==> config.mk <==
export PLATFORM = sky130hd
export DESIGN_NAME = isa16_mc_control
export DESIGN_NICKNAME = d
export VERILOG_FILES = /design/src/rtl/isa16_mc_control.sv
export SDC_FILE = /design/constraint.sdc
export NUM_CORES = 1
export LEC_CHECK = 0
export ABC_AREA = 0
export CORE_MARGIN = 10
export CORE_UTILIZATION = 40
export DETAILED_ROUTE_END_ITERATION = 12
export PLACE_DENSITY = 0.72
export SLEW_MARGIN = 40
export SYNTH_ARGS = -nofsm -noshare
export SYNTH_HDL_FRONTEND = slang
export SYNTH_SLANG_ARGS = --single-unit
==> constraint.sdc <==
create_clock -name clk -period 5.7 [get_ports clk]
set_input_delay 0.855 -clock clk [delete_from_list [all_inputs] [get_ports clk]]
set_output_delay 0.855 -clock clk [all_outputs]
set_load 0.005 [all_outputs]
==> src/rtl/isa16_mc_control.sv <==
`default_nettype none
// ============================================================================
//  Module   : isa16_mc_control
//  Brief    : Multi-cycle FETCH/DECODE/EXEC/MEM/WB sequencer for the 16-bit
//             ISA core, with HALT/illegal-opcode stop and retire counter.
//  Revision : 1.0 - initial release
// ============================================================================
module isa16_mc_control #(
    parameter int unsigned RETIRE_W = 16
) (
    input  logic                clk,
    input  logic                rst_n,
    input  logic [15:0]         instr,
    input  logic                alu_zero,
    input  logic                mem_ready,
    output logic                mem_req,
    output logic                mem_we,
    output logic                addr_sel,
    output logic                ir_write,
    output logic                pc_write,
    output logic [1:0]          pc_src,
    output logic [2:0]          alu_op,
    output logic                alu_src_imm,
    output logic                reg_write,
    output logic                wb_sel,
    output logic                instr_done,
    output logic                halted,
    output logic                illegal,
    output logic [RETIRE_W-1:0] retired
);

    localparam logic [2:0] c_st_fetch  = 3'd0;
    localparam logic [2:0] c_st_decode = 3'd1;
    localparam logic [2:0] c_st_exec   = 3'd2;
    localparam logic [2:0] c_st_mem    = 3'd3;
    localparam logic [2:0] c_st_wb     = 3'd4;
    localparam logic [2:0] c_st_halt   = 3'd5;

    localparam logic [3:0] c_op_add  = 4'd0;
    localparam logic [3:0] c_op_sub  = 4'd1;
    localparam logic [3:0] c_op_and  = 4'd2;
    localparam logic [3:0] c_op_or   = 4'd3;
    localparam logic [3:0] c_op_addi = 4'd4;
    localparam logic [3:0] c_op_lw   = 4'd5;
    localparam logic [3:0] c_op_sw   = 4'd6;
    localparam logic [3:0] c_op_beq  = 4'd7;
    localparam logic [3:0] c_op_jmp  = 4'd8;
    localparam logic [3:0] c_op_halt = 4'd15;

    localparam logic [2:0] c_alu_sub = 3'd1;
    localparam logic [1:0] c_pc_rel  = 2'd1;
    localparam logic [1:0] c_pc_abs  = 2'd2;

    localparam logic [RETIRE_W-1:0] c_retire_one = {{(RETIRE_W-1){1'b0}}, 1'b1};

    logic [2:0]          r_state;
    logic [3:0]          r_op_q;
    logic [RETIRE_W-1:0] r_retired;
    logic                r_halted;
    logic                r_illegal;

    logic [3:0] w_op;
    logic       w_op_illegal;
    logic       w_unused;

    assign w_op         = instr[15:12];
    assign w_op_illegal = (w_op >= 4'd9) && (w_op != c_op_halt);
    // Operand fields are consumed by the datapath, not by the sequencer.
    assign w_unused     = ^instr[11:0];

    always_ff @(posedge clk) begin
        if (!rst_n) begin
            r_state   <= c_st_fetch;
            r_op_q    <= 4'd0;
            r_retired <= '0;
            r_halted  <= 1'b0;
            r_illegal <= 1'b0;
        end else begin
            if (instr_done) begin
                r_retired <= r_retired + c_retire_one;
            end
            case (r_state)
                c_st_fetch: begin
                    if (mem_ready) begin
                        r_state <= c_st_decode;
                    end
                end
                c_st_decode: begin
                    r_op_q <= w_op;
                    if (w_op == c_op_halt) begin
                        r_state  <= c_st_halt;
                        r_halted <= 1'b1;
                    end else if (w_op_illegal) begin
                        r_state   <= c_st_halt;
                        r_halted  <= 1'b1;
                        r_illegal <= 1'b1;
                    end else begin
                        r_state <= c_st_exec;
                    end
                end
                c_st_exec: begin
                    case (r_op_q)
                        c_op_add, c_op_sub, c_op_and, c_op_or, c_op_addi: r_state <= c_st_wb;
                        c_op_lw, c_op_sw:                                 r_state <= c_st_mem;
                        default:                                          r_state <= c_st_fetch;
                    endcase
                end
                c_st_mem: begin
                    if (mem_ready) begin
                        r_state <= (r_op_q == c_op_lw) ? c_st_wb : c_st_fetch;
                    end
                end
                c_st_wb: begin
                    r_state <= c_st_fetch;
                end
                c_st_halt: begin
                    r_state <= c_st_halt;
                end
                default: begin
                    r_state <= c_st_fetch;
                end
            endcase
        end
    end

    // Only FETCH/MEM completion and the BEQ branch decision look at live inputs.
    always_comb begin
        mem_req     = 1'b0;
        mem_we      = 1'b0;
        addr_sel    = 1'b0;
        ir_write    = 1'b0;
        pc_write    = 1'b0;
        pc_src      = 2'd0;
        alu_op      = 3'd0;
        alu_src_imm = 1'b0;
        reg_write   = 1'b0;
        wb_sel      = 1'b0;
        instr_done  = 1'b0;
        case (r_state)
            c_st_fetch: begin
                mem_req = 1'b1;
                if (mem_ready) begin
                    ir_write = 1'b1;
                    pc_write = 1'b1;
                end
            end
            c_st_exec: begin
                case (r_op_q)
                    c_op_add, c_op_sub, c_op_and, c_op_or: begin
                        alu_op = {1'b0, r_op_q[1:0]};
                    end
                    c_op_addi, c_op_lw, c_op_sw: begin
                        alu_src_imm = 1'b1;
                    end
                    c_op_beq: begin
                        alu_op     = c_alu_sub;
                        pc_write   = alu_zero;
                        pc_src     = c_pc_rel;
                        instr_done = 1'b1;
                    end
                    c_op_jmp: begin
                        pc_write   = 1'b1;
                        pc_src     = c_pc_abs;
                        instr_done = 1'b1;
                    end
                    default: begin
                    end
                endcase
            end
            c_st_mem: begin
                mem_req  = 1'b1;
                addr_sel = 1'b1;
                mem_we   = (r_op_q == c_op_sw);
                if (mem_ready && (r_op_q == c_op_sw)) begin
                    instr_done = 1'b1;
                end
            end
            c_st_wb: begin
                reg_write  = 1'b1;
                wb_sel     = (r_op_q == c_op_lw);
                instr_done = 1'b1;
            end
            default: begin
            end
        endcase
    end

    assign halted  = r_halted;
    assign illegal = r_illegal;
    assign retired = r_retired;

endmodule
`default_nettype wire

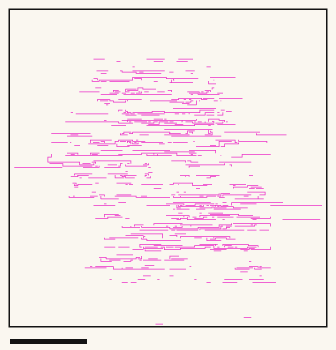
**Above:** run 1 (signal wires on met1).
Bar = 20 um.
- nets with wire on the layer: 185
- longest straight run: 19.3 um
- share of all routed wire: 46%
- main direction: horizontal
- wire length on this layer: 1620 um
vias: 1362
met1 Track Usage GR: 12.3%

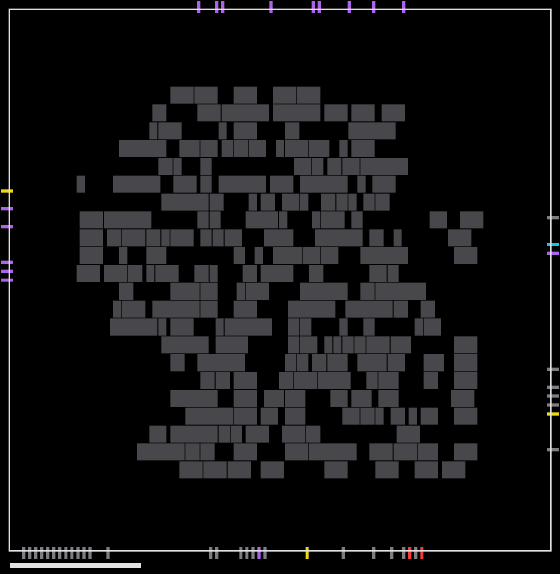
**Above:** run 1 (ports around the boundary).
Bar = 20 um. Pins as bars across the die edge, other pins in grey.
- `instr_done`: cyan (pins 1; direction output; edge east)
- `retired`: purple (pins 16; direction output; edge 9 north, 5 west, 1 east, 1 south)
- `pc_src`: red (pins 2; direction output; edge south)
- `alu_op`: yellow (pins 3; direction output; edge 1 east, 1 south, 1 west)

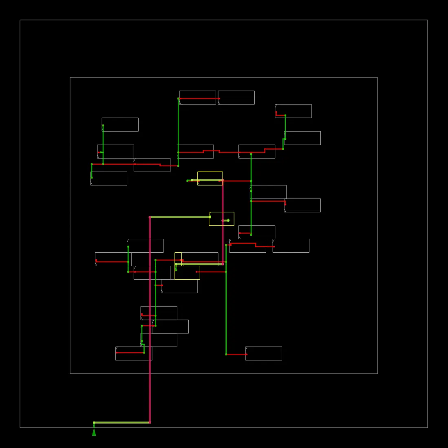
**Above:** run 1 (clock wiring as the flow saved it).
Clock Skews: 0.00398 ns
Latency at later pin: 0.27 ns
Flop Count: 25
clock buffers: 4
clock-net power: 104 uW

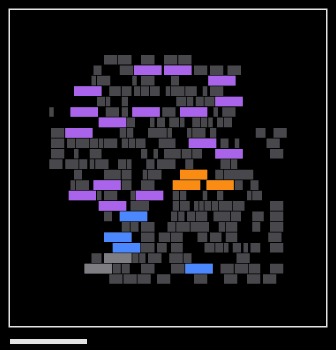
**Above:** run 1 (register map, names as in the netlist).
Bar = 20 um. Other sequential cells in the stronger grey, the rest of the logic in the fainter grey.
- `r_state`: orange (sequential cells 3)
- `r_op_q`: blue (sequential cells 4)
- `retired`: purple (sequential cells 16)
- not coloured: 2
Seq area share: 25.7%
Sequential Area: 500 um2
Seq power: 191 uW
post-layout util: 52.5%

## run 1: report_power, final
part / switching [mW] / internal [mW] / leakage, nW
Combinational: 0.0254 / 0.0317 / 0.407
Sequential: 0.0110 / 0.180 / 0.202
Clock: 0.0537 / 0.0500 / 0.0228
## run 1: layout by cell type, fill, tap and decap left out, drive strengths merged, types with 2 or more instances in the layout
| cell type | instances |
|---|---|
| a211oi | 11 |
| a21oi | 9 |
| and3 | 3 |
| and4 | 4 |
| clkbuf | 4 |
| clkdlybuf4s50 | 38 |
| dfxtp | 25 |
| inv | 4 |
| mux2i | 18 |
| nand2 | 19 |
| nand2b | 15 |
| nand3 | 10 |
| nand4 | 2 |
| nor2 | 3 |
| nor2b | 8 |
| nor3 | 2 |
| nor3b | 3 |
| nor4 | 2 |
| nor4b | 2 |
| o21a | 3 |
| o21ai | 4 |
## run 1: kinds of logic (layout without fill, tap and decap cells)
group | count (synthesis) | in the layout | synth area share [%]
other cells | 1 | 1 | 0.241
simple gates | 80 | 80 | 30.7
flops | 25 | 25 | 32.2
fa+ha+maj | 1 | 1 | 0.805
buf+inv | 21 | 47 | 7.73
mux | 18 | 18 | 11.6
xor+xnor | 1 | 1 | 0.564
compound gates | 35 | 35 | 16.2
## run 1: stage by stage
| step | power (mW) | std cells | cell area [um2] | setup slack (ns) | hold slack (ns) |
|---|---|---|---|---|---|
| floorplan | 0.232 | 182 | 1550 | 3.39 | 0.459 |
| global placement | 0.252 | 252 | 1900 | 2.27 | 0.450 |
| detailed placement | 0.252 | 252 | 1900 | 2.24 | 0.457 |
| CTS | 0.355 | 256 | 1940 | 2.24 | 0.477 |
| global route | 0.369 | 256 | 1950 | 2.29 | 0.497 |
| finish | 0.352 | 256 | 1950 | 2.38 | 0.473 |
## run 1: metal layers
metal | vias up | global-route usage, % | wire length (um)
li1 | 699 | - | -
met1 | 632 | 12.3 | 1620
met2 | 26 | 17.3 | 1650
met3 | 5 | 2.70 | 202
met4 | 0 | 4.59 | 58
met5 | - | 0 | 0
## run 1: flip-flops by register name (all words and copies together), names as in the netlist
signal   count
halted       1
illegal      1
r_op_q       4
r_state      3
retired     16
## run 1: how the worst max path moves through the flow
stage / from / end / slack, ns / cells past startpoint
floorplan: mem_ready / instr_done / 3.39 / 3
global placement: mem_ready / instr_done / 2.27 / 4
detailed placement: mem_ready / instr_done / 2.24 / 4
CTS: mem_ready / instr_done / 2.24 / 4
global route: mem_ready / pc_write / 2.29 / 5
finish: mem_ready / pc_write / 2.38 / 5
## run 1: layout make-up
cell class	count	share of cell area [%]
Clock buffer	4	2.31
Inverter	4	0.770
Tap cell	48	3.08
Timing Repair Buffer	39	19.9
Multi-Input combinational cell	136	48.3
Sequential cell	25	25.7
## run 1: worst max-delay path: stages
cell and delay (ns):
clkdlybuf4s50_1 0.56, inv_1 0.08, nor4_1 0.32, a211o_1 0.15, clkdlybuf4s50_1 0.50
==> ci_impl_report.md, run 1 <==
### Flow metrics

| Metric | Value |
|---|---|
| Worst hold stages | 1 |
| CTS Root Cell | clkbuf_8 |
| Fin crit period | between 3 and 4 ns |
| Layout cells sized above 1 | approximately 5.8% |
| Detail Placement HPWL | between 2 and 3 mm |
| Slew margin rel. | roughly three fifths |
| # nets final | 230 |
| GRT Util Overall | 10.4% |
| FF+latch count, synth | 25 |
| Total Wirelength | 3.53 mm |
| Total leakage power | roughly 0.63 nW |
| CP Data Arrival Time | 2.46 ns |
| Die W | 82.3 um |
| Critical Path Source Type | primary input |
| Tool warnings | 38 |
| Largest net degree at the start of global routing | 39 |
| Area Growth Syn to Fin | 25.5% |
| RSZ-0062 raised after global routing | false |
| Max IR drop VDD | between 90 and 100 uV |
| Filler cells | 336 |
| Cell with the most instances after synthesis | dfxtp_1 |
| FF-to-FF path depth | 4 |
| Post CTS Setup Buffer Count | 0 |
| Max Freq | 301 MHz |
| Worst Tran Pin Value | 0.597 ns |
| Synth top area share | 32.2% |
| Post-CTS sizing | 0 |
| Critical Path End Type | output pin |
| Final slew viol count | 0 |
| Synth Net Count | 203 |
| Antenna violations before repair | 0 |
| Final hold violations | 0 |
| ANT nets after route | 0 |
| Flip-flops with a built-in enable | 0 |
| Remaining Overflow, GRT | 0 |
| Max-cap violation count | 0 |
| ANT cells | 0 |
| Critical path class | in -> out |
| Dominant cell type by area after synthesis | dfxtp_1 |
| Cell area leaders | dfxtp_1 32%, mux2i_1 12%, nand2b_1 6.0%, nand2_1 4.6%, a211oi_1 4.3% |
| Crit Path Max Fanout | 3 |
| Tcrit/Tclk final | 58.2% |
| H-Tree Depth | 1 |
| Chip Area | 6780 um2 |
| Status | completed |
| Mapped Cells | 182 |
| TritonCTS clock tree | done |
| Synth top cells by count | 25 x dfxtp_1, 19 x nand2_1, 18 x mux2i_1, 15 x nand2b_1, 10 x nand3_1 |
| Hold_buf cts | 0 |
| Yosys cell count | 182 |
| Post-Syn Area per Cell | 8.54 um2 |
| R2r endpoint | retired[15]$_SDFFE_PN0P_ |
| First-pass GRT wire length | 5.72 mm |
| Row Count | 22 |
| Setup TNS | 0 ns |
| Clock sink count | 25 |
| Synth Seq Share | roughly a third |
| DR vias/cell | between 5 and 6 |
| Clk buf depth | 2 |
| Number of port buffers | 38 |
| Wirelength per Cell | 13.8 um |
| Placer Congestion | 0.822 |
| Num ports | 52 |
| Initial drt markers | approximately 90 |
| Hold Path Origin | halted$_SDFFE_PN0P_ |
| Vias in the first global route | 1213 |
| Netlist cell types | 46 |
| Synth warn | 0 |
| YS chip area | 1550 um2 |
| Synth Flop Type | dfxtp_1 |
| Worst Path Required | 4.85 ns |
| Die height | 82.3 um |
| Final setup viols | 0 |
| Initial Util | between 40% and 50% |
| Ys async rst share | 0% |
| Number of buffers created by CTS | 3 |
| Core area | around 3700 um2 |
| Reg2reg start | r_state[1]$_SDFFE_PN0P_ |
| WHS Endpoint | halted$_SDFFE_PN0P_ |
| Hold Crit Class | reg -> reg |
| Cell area after synthesis | 1550 um2 |
| Logic area | 942 um2 |
| CTS clock-pin slew for the worst setup and hold paths | approximately 0.080 ns |
| Residual DRC | 0 |
| First-pass iteration count of the detailed router | 4 |
==> run 2: changes to the inputs <==
- PLACE_DENSITY: 0.72 -> 0.75
- clock period: 5.7 -> 2.9 ns (I/O delays scaled with it)
==> ci_impl_report.md, run 2 <==
### Flow metrics

| Metric | Value |
|---|---|
| Setup TNS | 0 ns (unchanged) |
| Cell with the most instances after synthesis | dfxtp_1 |
| Largest net degree at the start of global routing | 34 (-13%) |
| Worst path top cell family by delay | simple AND/OR/NAND/NOR gates |
| Buf+Inv Stages, Crit Path | 1 (-2) |
| CP max-delay cell | clkdlybuf4s50_1 |
| Clk buf depth | 2 (unchanged) |
| Critical Path Source Type | register |
| Hold Crit Class | reg -> reg |
| Vias | 1377 (+1.1%) |
| CP Data Arrival Time | 2.16 ns (-0.30 ns) |
| ANT cells | 0 (unchanged) |
| Crit Path Max Fanout | 10 (+7) |
| Max IR drop VDD | 167 uV (+78%) |
| Worst hold stages | 1 (unchanged) |
| Area Growth Syn to Fin | 26.0% |
| Max FFs per register | 16 (unchanged) |
| Synth top cells by count | 25 x dfxtp_1, 19 x nand2_1, 18 x mux2i_1, 15 x nand2b_1, 10 x nand3_1 |
| DP Cell Count | 254 (+0.79%) |
| MUX share of area | 11.6% (unchanged) |
| Die height | 82.3 um (unchanged) |
| Critical path class | reg -> out |
| Cell area after synthesis | 1550 um2 (unchanged) |
| Vias in the first global route | 1275 (+5.1%) |
| ANT nets after route | 0 (unchanged) |
| RSZ-0062 raised after global routing | false |
| FF+latch count, synth | 25 (unchanged) |
| Synth top area share | 32.2% (unchanged) |
| Latency at later pin | 0.27 ns (about the same) |
| Residual DRC | 0 (unchanged) |
| Synth Seq Share | 32.2% (unchanged) |
| # nets final | 232 (+0.87%) |
| Final setup viols | 0 (unchanged) |
| Clock sink count | 25 (unchanged) |
| Number of port buffers | 38 (unchanged) |
| Remaining Overflow, GRT | 0 (unchanged) |
| Max Freq | 386 MHz |
| Status | completed |
| Yosys aoi share | 16.2% (unchanged) |
[run 2: worst register-to-register path, cell delays in order, from the launching register on]
cell	delay, ns
dfxtp_1	0.51
or3b_2	0.55
a21o_1	0.20
buf_4	0.20
a211oi_1	0.32
mux2i_1	0.21
[run 2: worst min-delay path by stage]
stage / slack [ns] / endpoint / startpoint
floorplan: 0.46 / retired[15]$_SDFFE_PN0P_ / retired[15]$_SDFFE_PN0P_
global placement: 0.45 / halted$_SDFFE_PN0P_ / halted$_SDFFE_PN0P_
detailed placement: 0.46 / halted$_SDFFE_PN0P_ / halted$_SDFFE_PN0P_
CTS: 0.48 / halted$_SDFFE_PN0P_ / halted$_SDFFE_PN0P_
global route: 0.51 / retired[15]$_SDFFE_PN0P_ / retired[15]$_SDFFE_PN0P_
finish: 0.47 / halted$_SDFFE_PN0P_ / halted$_SDFFE_PN0P_
[run 2: cell type report]
cell class | instances | area [um2]
Tap cell | 48 | 60.1
Sequential cell | 25 | 500
Timing Repair Buffer | 41 | 403
Fill cell | 363 | 1760
Multi-Input combinational cell | 136 | 933
Inverter | 4 | 15.0
Clock inverter | 1 | 5.00
Clock buffer | 3 | 41.3
[run 2: per-layer routing]
metal | part of all wire (%) | vias to the layer above | wire (um)
li1 | - | 706 | -
met5 | 0 | - | 0
met1 | 45 | 643 | 1610
met2 | 46 | 23 | 1630
met3 | 6.9 | 5 | 243
met4 | 1.7 | 0 | 59
[run 2: kinds of logic (layout without fill, tap and decap cells)]
logic type               after synthesis  count (layout)
adder cells (fa/ha/maj)                1               1
other                                  1               1
AND/OR/NAND/NOR                       80              80
buffers and inverters                 21              49
multiplexers                          18              18
AND-OR/OR-AND                         35              35
XOR/XNOR                               1               1
flip-flops                            25              25
[run 2: metrics by stage]
step	cell area (um2)	power [mW]	hold WS (ns)	util, %
after floorplan	1550	0.455	0.459	-
after global placement	1910	0.495	0.449	51.4
after detailed placement	1910	0.496	0.458	51.4
after CTS	1960	0.701	0.478	52.7
after global routing	1960	0.731	0.511	52.7
final	1960	0.696	0.473	52.7
[run 2: power breakdown]
group          leakage, nW  total (mW)  switching, mW  internal [mW]
registers            0.202       0.376         0.0214          0.354
logic                0.415       0.112         0.0496         0.0627
clock network       0.0255       0.208          0.112         0.0962
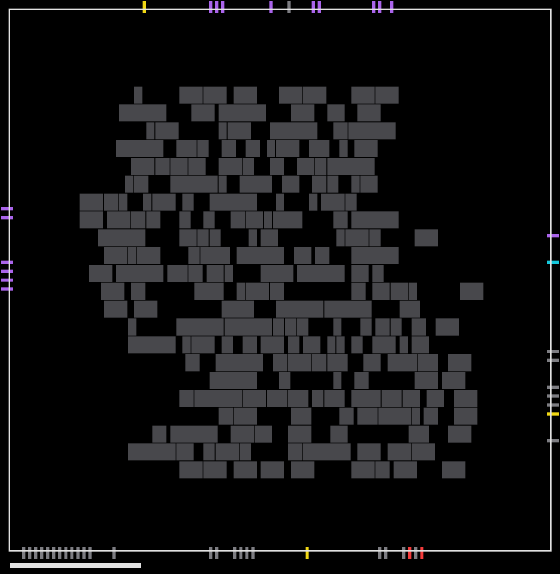
**Above:** run 2 (ports around the boundary).
Bar = 20 um. Pins as bars across the die edge, other pins in grey.
- `alu_op`: yellow (pins 3; direction output; edge 1 east, 1 south, 1 north)
- `instr_done`: cyan (pins 1; direction output; edge east)
- `retired`: purple (pins 16; direction output; edge 9 north, 6 west, 1 east)
- `pc_src`: red (pins 2; direction output; edge south)
- all pins by edge: 26 south, 11 north, 9 east, 6 west

**Run 2: clock wiring as the flow saved it**

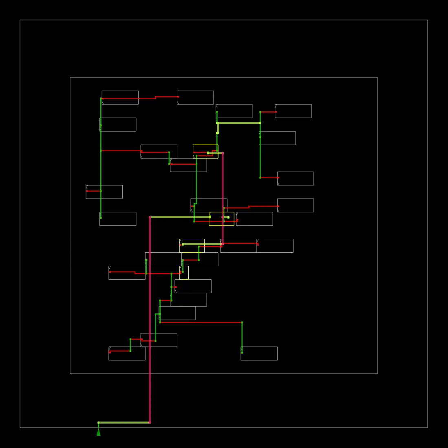

==> run 3: changes to the inputs <==
- PLACE_DENSITY: 0.75 -> 0.72
- clock period: 2.9 -> 3.3 ns (I/O delays scaled with it)
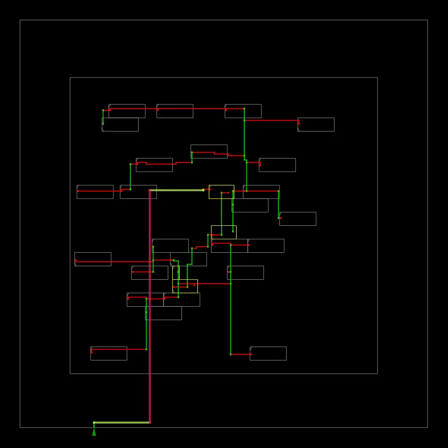
**Above:** run 3 (clock wiring as the flow saved it).
clock-net power: 181 uW
Clock Skews: 0.00387 ns
number of buffers created by CTS: 3
clock sink count: 25

==> ci_impl_report.md, run 3 <==
### Flow metrics

| Metric | Value |
|---|---|
| Detail Placement HPWL | 2.55 mm |
| Largest net degree at the start of global routing | 39 (+15%) |
| Synth top area share | 32.2% (unchanged) |
| Residual DRC | 0 (unchanged) |
| XOR Share, Synth | 0.564% |
| Initial drt markers | 127 |
| Cell area after synthesis | 1550 um2 (unchanged) |
| Most frequent logic cell in the layout | clkdlybuf4s50_1 |
| Final hold violations | 0 |
| Adder share | 0.805% |
| First-pass iteration count of the detailed router | 4 |
| Worst Tran Pin Value | between 0.6 and 0.7 ns |
| Post-Syn Area per Cell | 8.54 um2 |
| Remaining Overflow, GRT | 0 (unchanged) |
| MUX share of area | 11.6% (unchanged) |
| Basic Gates by Area | between 30% and 40% |
| Number of port buffers | 38 (unchanged) |
| Cell with the most instances after synthesis | dfxtp_1 |
| Power per Cell Area | 313 nW/um2 |
| GRT Util Overall | between 10 and 15% |
| Hold Crit Class | reg -> reg |
| Synth Seq Share | 32.2% (unchanged) |
| Flop2flop setup slack | 1.12 ns |
| Final setup viols | 0 (unchanged) |
| CTS clock-pin slew for the worst setup and hold paths | 0.08 ns |
| Placer Congestion | 0.842 |
| Die W | 82.3 um |
| Setup TNS | 0 ns (unchanged) |
| First-pass GRT wire length | just over 6 mm |
| Worst Path Required | 2.80 ns |
| Tool warnings | 38 |
| ANT cells | 0 (unchanged) |
| Critical Path Source Type | register |
| Critical Path End Type | output pin |
| Yosys aoi share | 16.2% (unchanged) |
| Fin crit period | about 2.9 ns |
| Max FFs per register | 16 (unchanged) |
| Overall power | 611 uW (-12%) |
| H-Tree Depth | 1 |
| Tcrit/Tclk final | between 80% and 90% |
| Most frequent cells in the layout | 38 x clkdlybuf4s50_1, 25 x dfxtp_1, 19 x nand2_1, 18 x mux2i_1, 15 x nand2b_1 |
| Synth warn | 0 |
| Worst Setup Slack post-DPL | 0.699 ns |
| Vias | 1364 (-0.94%) |
| CTS Root Cell | clkbuf_8 |
| Layout cells sized above 1 | under 10% |
| Mapped Cells | about 180 |
| Crit Path Max Fanout | 19 (+9) |
| Filler cells | 359 (-1.1%) |
| CP Data Arrival Time | 2.40 ns (+0.24 ns) |
| Num ports | 52 |
| Final slew viol count | 0 |
| Slew margin rel. | between 50% and 60% |
| Clk buf depth | 2 (unchanged) |
| Initial Util | 41.8% |
| Status | completed |
| # nets final | 231 (-0.43%) |
| Total leakage power | 0.636 nW |
| ANT nets after route | 0 (unchanged) |
| Area Growth Syn to Fin | 25.4% |
| TritonCTS clock tree | done |
| Critical path class | reg -> out |
| Hold_buf cts | 0 |
| Max-cap violation count | 0 |
| Logic family by area | simple AND/OR/NAND/NOR gates |
| Max IR drop VDD | 148 uV (-11%) |
| Vias in the first global route | 1243 (-2.5%) |
| Worst Slack Setup Final | 0.402 ns |
| RSZ-0062 raised after global routing | false |
| Chip Area | roughly 6800 um2 |
| Latency at later pin | 0.27 ns (about the same) |
| Max Freq | 345 MHz |
| Post-layout util | 52.5% (-0.24 points) |
| Synth top cells by count | 25 x dfxtp_1, 19 x nand2_1, 18 x mux2i_1, 15 x nand2b_1, 10 x nand3_1 |
| FF+latch count, synth | 25 (unchanged) |
| Die height | 82.3 um (unchanged) |
| Antenna violations before repair | 0 |
| YS chip area | 1550 um2 |
| Cell area leaders | dfxtp_1 32%, mux2i_1 12%, nand2b_1 6.0%, nand2_1 4.6%, a211oi_1 4.3% |
| DP Cell Count | 253 (-0.39%) |
-- run 3: cell counts after synthesis --
No cell type changed its count.
-- run 3: cells by family after synthesis --
family / Yosys count
and+or+nand+nor: 80
AOI/OAI and AO/OA: 35
DFF: 25
buffers and inverters: 21
muxes: 18
adders and majority gates: 1
other: 1
xor gates and xnor gates: 1
-- run 3: layout make-up --
type | count | area (um2) | area share, %
clock buffer | 4 | 45.0 | 2.31
inverter | 4 | 15.0 | 0.770
multi-input combinational | 136 | 933 | 47.9
sequential | 25 | 500 | 25.7
tap | 48 | 60.1 | 3.08
timing repair buffer | 40 | 395 | 20.3
-- run 3: final timing paths --
path | from | depth (start not counted) | to
max reg2reg | r_state[1]$_SDFFE_PN0P_ | 4 | retired[15]$_SDFFE_PN0P_
min reg2reg | halted$_SDFFE_PN0P_ | 1 | halted$_SDFFE_PN0P_
max | r_state[1]$_SDFFE_PN0P_ | 4 | instr_done
min | halted$_SDFFE_PN0P_ | 1 | halted$_SDFFE_PN0P_
-- run 3: power breakdown --
group | leakage [nW] | internal [mW] | switching, mW | total [mW]
combinational | 0.410 | 0.0550 | 0.0436 | 0.0985
sequential | 0.202 | 0.311 | 0.0195 | 0.331
clock | 0.0228 | 0.0863 | 0.0950 | 0.181
-- run 3: layer usage --
layer | vias to the layer above | part of all wire, % | GRT usage (%) | routed length [um]
met5 | - | 0 | 0 | 0
met4 | 0 | 1.3 | 4.08 | 46
met3 | 2 | 6.0 | 2.81 | 218
met2 | 29 | 46 | 17.8 | 1660
met1 | 632 | 47 | 14.2 | 1680
li1 | 701 | - | - | -
-- run 3: per-stage QoR --
stage	hold WS, ns	area, um2
2_1_floorplan	0.459	1550
3_3_place_gp	0.451	1900
3_5_place_dp	0.454	1900
4_1_cts	0.475	1950
5_1_grt	0.504	1950
6_report	0.471	1950
-- run 3: critical path, stage by stage, from the launching register on --
cell and delay [ns]:
dfxtp_1 0.52, or3b_2 0.55, a21o_1 0.40, nand2_1 0.16
clkdlybuf4s50_1 0.51

==> notes/layouts.md <==
Pictures saved along the way, in no particular order.

A small window of the routed layout.
Bar = 20 um. Region (16, 32) to (66, 82) um. Cells in grey, sequential cells in the stronger grey; small squares are vias.
panel A
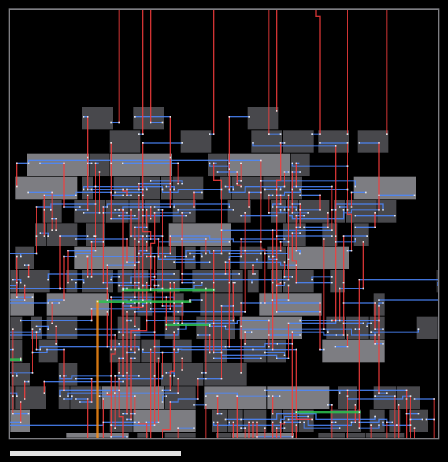
panel B
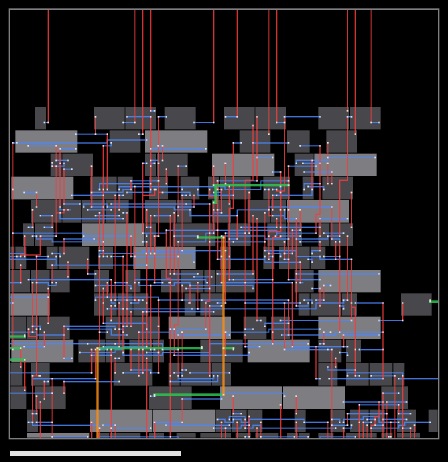
panel C
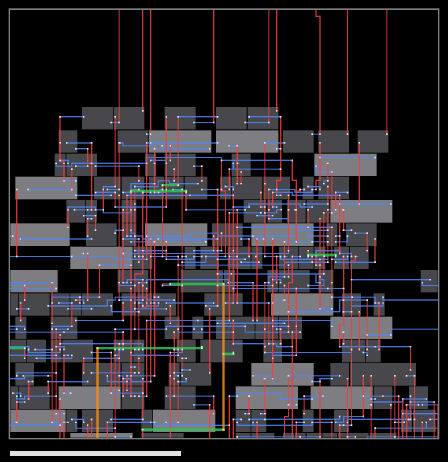
Panel B is run 2.
Panel A is run 3.
Panel C is run 1.

Key to panel B:
- met3: green
- met4: orange
- met2: red
- met1: blue
- cells with their middle in the window: 125
- most frequent: dfxtp_1 (18), nand2_1 (17)
- netlist names of flops here include: `retired` (15), `r_state` (3)
- sequential cells in the window: 18

Power figures rest on the tool's default switching activity, not on a simulated workload.
